## config.mk

```make
export PLATFORM = sky130hd
export DESIGN_NAME = subtrator_serial
export DESIGN_NICKNAME = d
export VERILOG_FILES = /design/src/rtl/subtrator_serial.sv
export SDC_FILE = /design/constraint.sdc
export NUM_CORES = 1
export LEC_CHECK = 0
export ABC_AREA = 1
export ABC_CLOCK_PERIOD_IN_PS = 2000
export CORE_MARGIN = 2
export CORE_UTILIZATION = 48
export DETAILED_ROUTE_END_ITERATION = 10
export GPL_TIMING_DRIVEN = 0
export HOLD_SLACK_MARGIN = 0.12
export PLACE_DENSITY_LB_ADDON = 0.3
export SYNTH_ARGS = -nofsm -noshare
export SYNTH_HDL_FRONTEND = slang
export SYNTH_SLANG_ARGS = --single-unit
```

## constraint.sdc

```tcl
create_clock -name clk -period 2 [get_ports clk]
set_input_delay 0.2 -clock clk [delete_from_list [all_inputs] [get_ports clk]]
set_output_delay 0.2 -clock clk [all_outputs]
set_load 0.02 [all_outputs]
```

## src/rtl/subtrator_serial.sv

```systemverilog
// rtl/subtrator_serial.sv - multi-cycle ripple-borrow subtractor, one DIGIT-bit slice per clock
// Computes S = A - B - Bin LSB slice first, with start/busy/done handshake and ovf/zero flags.
module subtrator_serial #(
  parameter int WIDTH = 16,
  parameter int DIGIT = 4
) (
  input  logic             clk,
  input  logic             rst,
  input  logic             start,
  input  logic [WIDTH-1:0] A,
  input  logic [WIDTH-1:0] B,
  input  logic             Bin,
  output logic [WIDTH-1:0] S,
  output logic             Bo,
  output logic             ovf,
  output logic             zero,
  output logic             busy,
  output logic             done
);

  localparam int N  = WIDTH / DIGIT;
  localparam int CW = (N > 1) ? $clog2(N) : 1;
  localparam logic [CW-1:0] LAST = CW'(N - 1);

  localparam logic [1:0] IDLE = 2'd0;
  localparam logic [1:0] RUN  = 2'd1;
  localparam logic [1:0] DONE = 2'd2;

  logic [1:0]       state_q, state_d;
  logic [WIDTH-1:0] a_q, a_d, b_q, b_d, res_q, res_d, s_q, s_d;
  logic [CW-1:0]    k_q, k_d;
  logic             borrow_q, borrow_d;
  logic             amsb_q, amsb_d, bmsb_q, bmsb_d;
  logic             bo_q, bo_d, ovf_q, ovf_d, zero_q, zero_d;

  logic [DIGIT:0]   slice_diff;
  logic [WIDTH-1:0] slice_ext;
  logic             accept;

  // Operands shift right so the active slice is always in the low DIGIT bits;
  // sign bits are kept aside because the shifted copies lose them.
  always_comb begin
    state_d    = state_q;
    a_d        = a_q;
    b_d        = b_q;
    res_d      = res_q;
    k_d        = k_q;
    borrow_d   = borrow_q;
    amsb_d     = amsb_q;
    bmsb_d     = bmsb_q;
    s_d        = s_q;
    bo_d       = bo_q;
    ovf_d      = ovf_q;
    zero_d     = zero_q;
    accept     = 1'b0;
    slice_diff = {1'b0, a_q[DIGIT-1:0]} - {1'b0, b_q[DIGIT-1:0]} - {{DIGIT{1'b0}}, borrow_q};
    slice_ext  = WIDTH'(slice_diff[DIGIT-1:0]);

    case (state_q)
      IDLE: accept = start;
      RUN: begin
        a_d      = a_q >> DIGIT;
        b_d      = b_q >> DIGIT;
        res_d    = (res_q >> DIGIT) | (slice_ext << (WIDTH - DIGIT));
        borrow_d = slice_diff[DIGIT];
        k_d      = k_q + 1'b1;
        if (k_q == LAST) begin
          state_d = DONE;
          k_d     = '0;
          s_d     = res_d;
          bo_d    = slice_diff[DIGIT];
          ovf_d   = (amsb_q ^ bmsb_q) & (res_d[WIDTH-1] ^ amsb_q);
          zero_d  = ~|res_d;
        end
      end
      DONE: begin
        state_d = IDLE;
        accept  = start;
      end
      default: state_d = IDLE;
    endcase

    if (accept) begin
      state_d  = RUN;
      a_d      = A;
      b_d      = B;
      borrow_d = Bin;
      k_d      = '0;
      amsb_d   = A[WIDTH-1];
      bmsb_d   = B[WIDTH-1];
    end
  end

  always_ff @(posedge clk) begin
    if (rst) begin
      state_q  <= IDLE;
      a_q      <= '0;
      b_q      <= '0;
      res_q    <= '0;
      k_q      <= '0;
      borrow_q <= 1'b0;
      amsb_q   <= 1'b0;
      bmsb_q   <= 1'b0;
      s_q      <= '0;
      bo_q     <= 1'b0;
      ovf_q    <= 1'b0;
      zero_q   <= 1'b0;
    end else begin
      state_q  <= state_d;
      a_q      <= a_d;
      b_q      <= b_d;
      res_q    <= res_d;
      k_q      <= k_d;
      borrow_q <= borrow_d;
      amsb_q   <= amsb_d;
      bmsb_q   <= bmsb_d;
      s_q      <= s_d;
      bo_q     <= bo_d;
      ovf_q    <= ovf_d;
      zero_q   <= zero_d;
    end
  end

  assign S    = s_q;
  assign Bo   = bo_q;
  assign ovf  = ovf_q;
  assign zero = zero_q;
  assign busy = (state_q == RUN);
  assign done = (state_q == DONE);

endmodule
```

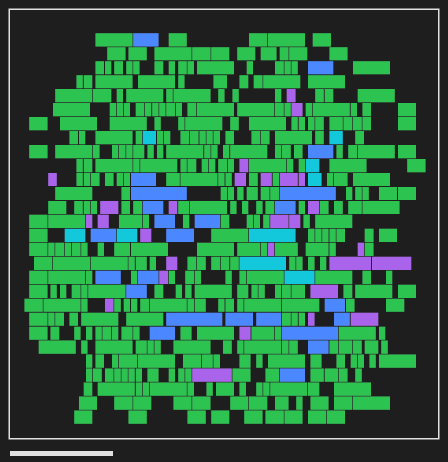
(run_1/sizing.png)
Bar = 20 um.
legend:
  x1 and smaller:
    colour: green
    cells: 398
    share: 87%
  x2:
    colour: purple
    cells: 28
    share: 6.1%
  x6 and larger:
    colour: blue
    cells: 24
    share: 5.2%
  x3 and x4:
    colour: cyan
    cells: 9
    share: 2.0%

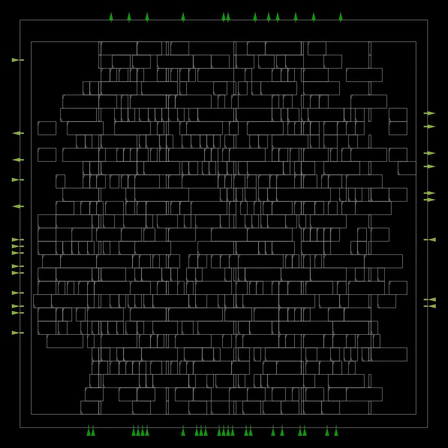
(run_1/placed.png)
Core Box Area: 5991 um^2
utilization after layout: 0.6692

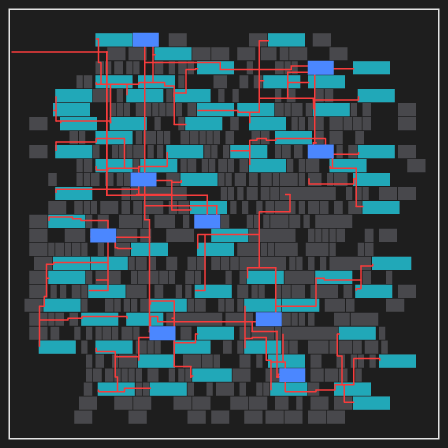
(run_1/clock_wires.png)
legend:
  clock wires:
    colour: red
    length: 906 um
  clock-net drivers:
    colour: blue
    count: 9
  flip-flops:
    colour: cyan
    count: 70
routed clock nets: 10

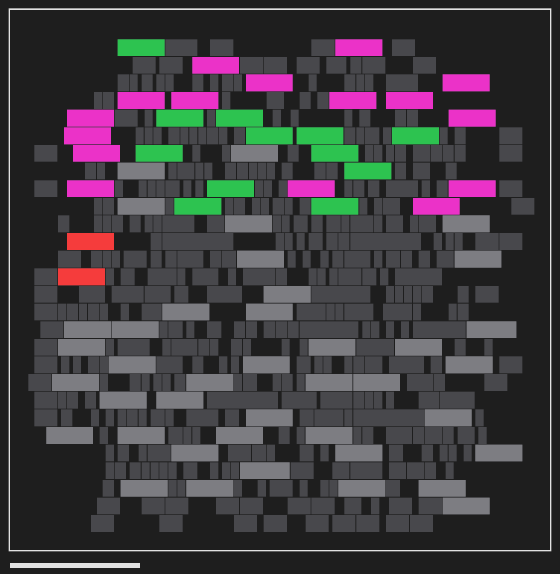
(run_1/ff_map.png)
Bar = 20 um. Other sequential cells in the stronger grey, the rest of the logic in the fainter grey.
legend:
  `S`:
    colour: magenta
    placed_flops: 16
  `state_q`:
    colour: red
    placed_flops: 2
  `res_q`:
    colour: green
    placed_flops: 12
    where: top centre

run 1: synthesized netlist by cell type:
| cell | n |
|---|---|
| nand2_1 | 97 |
| dfxtp_1 | 70 |
| a21oi_1 | 39 |
| inv_1 | 33 |
| nor2_1 | 31 |
| o21ai_0 | 27 |
| a31oi_1 | 10 |
| nand3_1 | 10 |
| o21ai_1 | 8 |
| ha_1 | 7 |
| buf_2 | 5 |
| buf_6 | 5 |
| clkbuf_1 | 5 |
| o211ai_1 | 5 |
| a211oi_1 | 3 |
| buf_4 | 3 |
| inv_2 | 3 |
| nand2_2 | 3 |
| a221oi_2 | 2 |
| buf_8 | 2 |
| fa_1 | 2 |
| nand2_4 | 2 |
| nor3b_1 | 2 |
| o21a_1 | 2 |
| or2_0 | 2 |
| buf_1 | 1 |
| inv_6 | 1 |
| inv_8 | 1 |
| nand3_2 | 1 |
| nor2_2 | 1 |
| nor3_1 | 1 |
| o221ai_1 | 1 |
| o22ai_1 | 1 |
| or2_1 | 1 |
run 1: through the flow:
step                TNS (ns)  hold slack [ns]  instance area (um^2)
global placement           0           0.4469                  3665
floorplan                  0           0.3410                  3020
detailed placement  -0.04116           0.4560                  3665
CTS                        0           0.1741                  3934
global route        -0.01290           0.1863                  4009
finish                     0           0.1686                  4009
run 1: path summary, 6_finish.rpt:
check / slack (ns) / cells after the start / from / end
worst max-delay path: 0.07 / 11 / borrow_q$_SDFFE_PP0P_ / res_q[15]$_SDFFE_PP0P_
worst min-delay path: 0.17 / 2 / rst / a_q[1]$_SDFFE_PP0P_
worst max register to register: 0.07 / 11 / borrow_q$_SDFFE_PP0P_ / res_q[15]$_SDFFE_PP0P_
worst min register to register: 0.46 / 2 / a_q[13]$_SDFFE_PP0P_ / a_q[13]$_SDFFE_PP0P_
==> Changelog: implementation, run 1 <==
## Implementation

- Fmax: 518.6 MHz
- Switching share of power: 0.2621
- Met1 wire length: 3.236 mm
- First-pass GRT wire length: 12.59 mm
- Clk sinks: 70
- Clock share of power: 0.417
- Power Clock: 1540 uW
- Multi-input gates: 258
- Cts hold-fix bufs: 0
- Sequential cell count: 70
- Top cell category: flip-flops and latches
- Vias/cell: 5.301
- Total track usage: 0.2255
- Sw Pwr: 969.1 uW
- Post-synthesis average cell area: 7.805 um^2
- WP data arrival: 2.23 ns
- Drt pass-1 iters: 4
- Critical path's most frequent cell: nand2_2
- Port bufs: 55
- Pwr/cell area: 922.4 nW/um^2
- Pre-CTS WS: -0.01686 ns
- Logic area: 1369 um^2
- Met3 global-route usage: 0.04970
- Flip-flop and latch power: 1530 uW
- Hold WC Path Type: in2reg
- DR top layer: met4
- Pins Over Slew Limit: 0
- RSZ-0062 raised after global routing: true
- Bufs and invs on worst path: 3
- Top Usage Layer GRT: met2
- Detailed-route via count: 2831
- Total die size: 6943 um^2
- Crit path largest cell delay: 0.61 ns
- DRT Wirelength: 7.562 mm
- Dominant cell type by area after synthesis: dfxtp_1
- Final-layout clock buffer total: 10
- CP Max Fanout: 3
- Inverters: 38
- HPWL after DPL: 5.293 mm
- Share of cells above drive strength 1: 0.1329
- Well Taps: 75
- Setup slack after layout: 0.07174 ns
- Ao+oa area frac: 0.1831
- Post-CTS setup buffer count: 0
- Initial antenna violation count: 0
- Reg power frac: 0.414
- Required time of the critical path: 2.30 ns
- Ys Warns: 0
- Met2 WL: 3.590 mm
- # IOs: 57
- Top non-seq family: simple AND/OR/NAND/NOR gates
- CTS tree: done
- Area fraction in xor and xnor cells: 0
- Cts bufs inserted: 9
- Fillers: 501
- Fin cells: 534
- Setup Skew: 0.005487 ns
- Seq share, synth: 0.4640
- Buffers, non-clock: 77
- Simple Share, Synth: 0.2075
- Crit path time final: 1.928 ns
- GR Util met1: 0.2713
- Largest Pwr Group: the clock network
- Ant. Diodes: 0
- RePlAce Congestion: 0.8595
- Synth Instances: 387
- Net count, final: 499
- Max-cap violation count: 0
- Highest-delay cell along the critical path: fa_2
- Final cycle utilization of the critical path: 0.9641
- Tool warnings: 30
- Area grow syn2layout: 32.73%
- DR WL/cell: 14.16 um
- Largest net degree at the start of global routing: 13
- CTS-repair resized insts: 2
- Initial drt markers: 220
- Mapped Area: 3020 um^2
- Status: finished clean
- Worst Tran Pin Value: 0.5609 ns
- Slew HR: 0.6261
- Flop share of the area: 0.3502
- Mux area share: 0
- Global Route met2 Usage: 0.3746
- Fin. Hold Viols: 0
- Number of setup violations in the final report: 0
- Synth unique cells: 34
- Vias in the first global route: 2771
- Final-layout non-clock buffer area share: 0.1788
- Latency at later pin: 0.35 ns
## Run 2: what changed since run 1
--- a/config.mk
+++ b/config.mk
@@ -7,8 +7,9 @@
 export LEC_CHECK = 0
 export ABC_AREA = 1
 export ABC_CLOCK_PERIOD_IN_PS = 2000
+export CORE_ASPECT_RATIO = 0.8
 export CORE_MARGIN = 2
-export CORE_UTILIZATION = 48
+export CORE_UTILIZATION = 35
 export DETAILED_ROUTE_END_ITERATION = 10
 export GPL_TIMING_DRIVEN = 0
 export HOLD_SLACK_MARGIN = 0.12
==> Changelog: implementation, run 2 <==
## Implementation

- Cts hold-fix bufs: 0 (unchanged)
- Sum Neg Setup Slack: 0 ns (unchanged)
- Vias in the first global route: 2596 (-6.3%)
- Synth Instances: 387 (unchanged)
- Placed cell area: 3711 um^2 (+1.3%)
- Slew HR: 0.6144 (-0.01165)
- DR WL/cell: 13.38 um (-5.5%)
- Ant. Diodes: 0 (unchanged)
- Commonest cells in the netlist: 97 x nand2_1, 70 x dfxtp_1, 39 x a21oi_1, 33 x inv_1, 31 x nor2_1
- HPWL after DPL: 5.700 mm (+7.7%)
- Required time of the critical path: 2.30 ns (about the same)
- Latency at later pin: 0.35 ns (about the same)
- Total die size: 9394 um^2 (+35%)
- Pins Over Slew Limit: 0 (unchanged)
- Sw Pwr: 908.2 uW (-6.3%)
- Area grow syn2layout: 30.78%
- R2R cell count: 10 (-1)
- Fin. Hold Viols: 0 (unchanged)
- Setup slack after layout: 0.06098 ns (-0.01076 ns)
- Status: finished clean
- WP data arrival: 2.23 ns (about the same)
- Count leader, synth: nand2_1
- Port bufs: 55 (unchanged)
- Total track usage: 0.1756 (-0.04990)
- Clk sinks: 70 (unchanged)
- Initial drt markers: 125 (-43%)
- Reg power frac: 0.466 (+0.052)
- Hold Worst Slack: 0.1779 ns (+0.009355 ns)
- Fin cells: 570 (+6.7%)
- Initial antenna violation count: 0 (unchanged)
- Max-cap violation count: 0 (unchanged)
- Net count, final: 498 (-0.20%)
- Detailed-route via count: 2739 (-3.2%)
- Hold WC Path Type: in2reg
- Switching share of power: 0.2765 (+0.01447)
- Largest net degree at the start of global routing: 12 (-1)
- Top Usage Layer GRT: met2
- First-pass GRT wire length: 12.67 mm (+0.60%)
run 2: kinds of logic after synthesis:
logic type | after synthesis | share of synthesized area
AND/OR/NAND/NOR | 151 | 0.2075
AND-OR/OR-AND | 98 | 0.1831
flip-flops | 70 | 0.4640
buffers and inverters | 59 | 0.1031
adder cells (fa/ha/maj) | 9 | 0.04225
run 2: worst paths after layout:
path / start / end
min: rst / a_q[1]$_SDFFE_PP0P_
max reg2reg: a_q[0]$_SDFFE_PP0P_ / S[15]$_SDFFE_PP0P_
max: a_q[0]$_SDFFE_PP0P_ / S[15]$_SDFFE_PP0P_
min reg2reg: a_q[14]$_SDFFE_PP0P_ / a_q[14]$_SDFFE_PP0P_
run 2: final cells by class:
cell class | instances | area share
sequential | 70 | 0.3554
multi-input combinational | 258 | 0.3402
timing repair buffer | 55 | 0.1391
clock buffer | 13 | 0.04023
buffer | 21 | 0.03959
inverter | 38 | 0.03928
tap | 112 | 0.03548
clock inverter | 3 | 0.01077
run 2: what timing repair did:
action                     in CTS  in global routing
gates resized                   2                 14
pin swaps                       0                  4
setup endpoints to repair       5                  4
run 2: critical path: stages (launching register included):
cell and delay (ns):
dfxtp_2 0.35, fa_2 0.62, inv_2 0.04, ha_2 0.16
o21ai_2 0.17, nand2_1 0.14, nand2_2 0.11, nand2_2 0.08
nand2_1 0.07, o211ai_1 0.08, inv_1 0.07
run 2: power by group through the flow:
stage	registers (uW)	logic (uW)	clock network (uW)
finish	1530	596	1160
global route	1540	677	1230
CTS	1530	562	1180
detailed placement	1560	560	0
global placement	1560	550	0
floorplan	1550	382	0
run 2: metal layers:
metal  routed length (um)  vias to the layer above
li1                     -                     1398
met1                 3626                     1251
met2                 3363                       83
met3                  554                        7
met4                   79                        0
met5                    0                        -
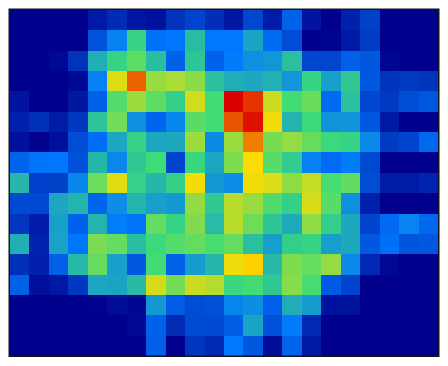
(run_2/route_heat.png)
The die is cut into 22 by 17 equal tiles; dark blue is low, red is high, scaled to the fullest tile. Values are wire area over tile area, all layers added.
tiles over half the peak: 19%
nearly empty tiles: 22%
emptiest ninth of the die: lower right
mean over tiles: 0.13
fullest tile: 0.49

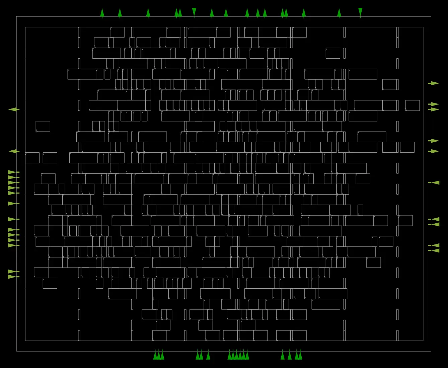
(run_2/placed.png)
fillers: 831
sequential cell count: 70
num rows: 30

## Run 3: what changed since run 2
--- a/config.mk
+++ b/config.mk
@@ -7,6 +7,7 @@
 export LEC_CHECK = 0
 export ABC_AREA = 1
 export ABC_CLOCK_PERIOD_IN_PS = 2000
+export CAP_MARGIN = 5
 export CORE_ASPECT_RATIO = 0.8
 export CORE_MARGIN = 2
 export CORE_UTILIZATION = 35
==> Changelog: implementation, run 3 <==
## Implementation

- First-pass GRT wire length: 12.67 mm (unchanged)
- Sw Pwr: 908.2 uW (unchanged)
- Pins Over Slew Limit: 0 (unchanged)
- Crit path largest cell delay: 0.62 ns (about the same)
- Met2 WL: 3.363 mm (unchanged)
- Number of setup violations in the final report: 0
- Reg power frac: 0.466 (about the same)
- Net count, final: 498 (unchanged)
- Fmax: 515.7 MHz
- Clk sinks: 70 (unchanged)
- Required time of the critical path: 2.30 ns (about the same)
- Crit path time final: 1.939 ns
- Hold path startpoint: rst
- CTS-repair resized insts: 2 (unchanged)
- Met1 wire length: 3.626 mm (unchanged)
- R2R cell count: 10 (unchanged)
- Port bufs: 55 (unchanged)
- Total die size: 9394 um^2 (unchanged)
- Area grow syn2layout: 30.78% (unchanged)
- Num rows: 30 (unchanged)
- Worst Setup SP: a_q[0]$_SDFFE_PP0P_
- Largest delay share family, worst path: adder cells
- Worst Setup End Kind: flip-flop
- WL met3: 554 um (unchanged)
- Initial drt markers: 125 (unchanged)
- Commonest cells in the netlist: 97 x nand2_1, 70 x dfxtp_1, 39 x a21oi_1, 33 x inv_1, 31 x nor2_1
- Count leader, synth: nand2_1
- Synth Instances: 387 (unchanged)
- Crit-path cells: fa_2, inv_2, ha_2, o21ai_2, nand2_1, nand2_2, nand2_2, nand2_1, o211ai_1, inv_1
- Top Usage Layer GRT: met2
- Yosys cell count: 387
- Tool warnings: 27
- RR Startpoint: a_q[0]$_SDFFE_PP0P_
- Worst Hold End: a_q[1]$_SDFFE_PP0P_
- Detailed-route via count: 2739 (unchanged)
- WP data arrival: 2.23 ns (about the same)
- Synth unique cells: 34
- Crit Path Class: reg2reg
- Largest net degree at the start of global routing: 12 (unchanged)
- Initial antenna violation count: 0 (unchanged)
- Cts hold-fix bufs: 0 (unchanged)
- Fillers: 831 (unchanged)
- Highest-delay cell along the critical path: fa_2
- Max-cap violation count: 0 (unchanged)
- HPWL after DPL: 5.700 mm (unchanged)
- Fin. Hold Viols: 0 (unchanged)
- Sum Neg Setup Slack: 0 ns (unchanged)
- Switching share of power: 0.2765 (unchanged)
- Ant. Diodes: 0 (unchanged)
- DR top layer: met4
- Clock share of power: 0.352
- Latency at later pin: 0.35 ns (about the same)
- DR WL/cell: 13.38 um (unchanged)
- Reg2reg end: S[15]$_SDFFE_PP0P_
- Bufs and invs on worst path: 2 (unchanged)
- CTS root buf: clkbuf_8
- Status: finished clean
- Slew HR: 0.6144 (unchanged)
- Hold Worst Slack: 0.1779 ns (unchanged)
- Vias in the first global route: 2596 (unchanged)
-- run 3: layout make-up --
cell class,count,area [um^2],area share
Timing Repair Buffer,55,549.3,0.1391
Multi-Input combinational cell,258,1344,0.3402
Tap cell,112,140.1,0.03548
Inverter,38,155.1,0.03928
Buffer,21,156.4,0.03959
Clock buffer,13,158.9,0.04023
Clock inverter,3,42.54,0.01077
Sequential cell,70,1404,0.3554
-- run 3: per-stage QoR --
stage / std cells / utilization / setup WS [ns] / instance area (um^2)
4_1_cts: 570 / 0.4631 / 0.05226 / 3911
3_5_place_dp: 554 / 0.4394 / -0.02528 / 3711
6_report: 570 / 0.4677 / 0.06098 / 3950
2_1_floorplan: 387 / - / 0.1879 / 3020
3_3_place_gp: 554 / 0.4394 / -0.02251 / 3711
5_1_grt: 570 / 0.4677 / -0.06815 / 3950
-- run 3: kinds of logic after synthesis --
family,share of synthesized area
AOI/OAI and AO/OA,0.1831
adders and majority gates,0.04225
buffers and inverters,0.1031
DFF,0.4640
and+or+nand+nor,0.2075
-- run 3: how the worst max path moves through the flow --
stage                                   endpoint  slack (ns)  depth (start not counted)
final                         S[15]$_SDFFE_PP0P_        0.06                         10
after global routing          S[15]$_SDFFE_PP0P_       -0.07                         10
after CTS                     S[15]$_SDFFE_PP0P_        0.05                          9
after detailed placement      S[15]$_SDFFE_PP0P_       -0.03                          9
after global placement        S[15]$_SDFFE_PP0P_       -0.02                          9
after floorplan           res_q[15]$_SDFFE_PP0P_        0.19                         10
-- run 3: power groups by stage --
stage | clock network, uW | registers (uW) | logic (uW)
after floorplan | 0 | 1550 | 382
after global placement | 0 | 1560 | 550
after detailed placement | 0 | 1560 | 560
after CTS | 1180 | 1530 | 562
after global routing | 1230 | 1540 | 677
final | 1160 | 1530 | 596
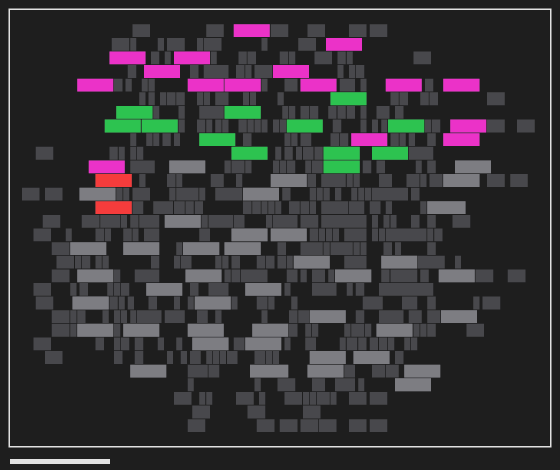
(run_3/ff_map.png)
Bar = 20 um. Other sequential cells in the stronger grey, the rest of the logic in the fainter grey.
legend:
  `S`:
    colour: magenta
    placed_flops: 16
  `state_q`:
    colour: red
    placed_flops: 2
  `res_q`:
    colour: green
    placed_flops: 12
    where: top centre
Register Area: 1404 um^2
flip-flop and latch power: 1530 uW
utilization after layout: 0.4677
flop share of the area: 0.3554

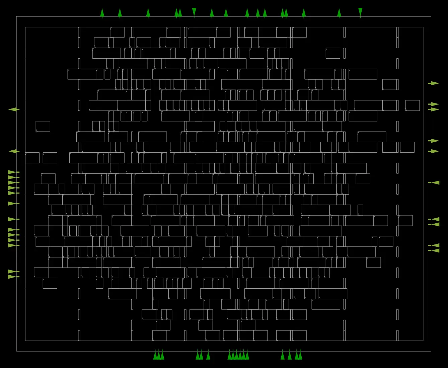
(run_3/placed.png)
Well Taps: 112
Core Box Area: 8446 um^2
fin cells: 570

Power figures rest on the tool's default switching activity, not on a simulated workload.
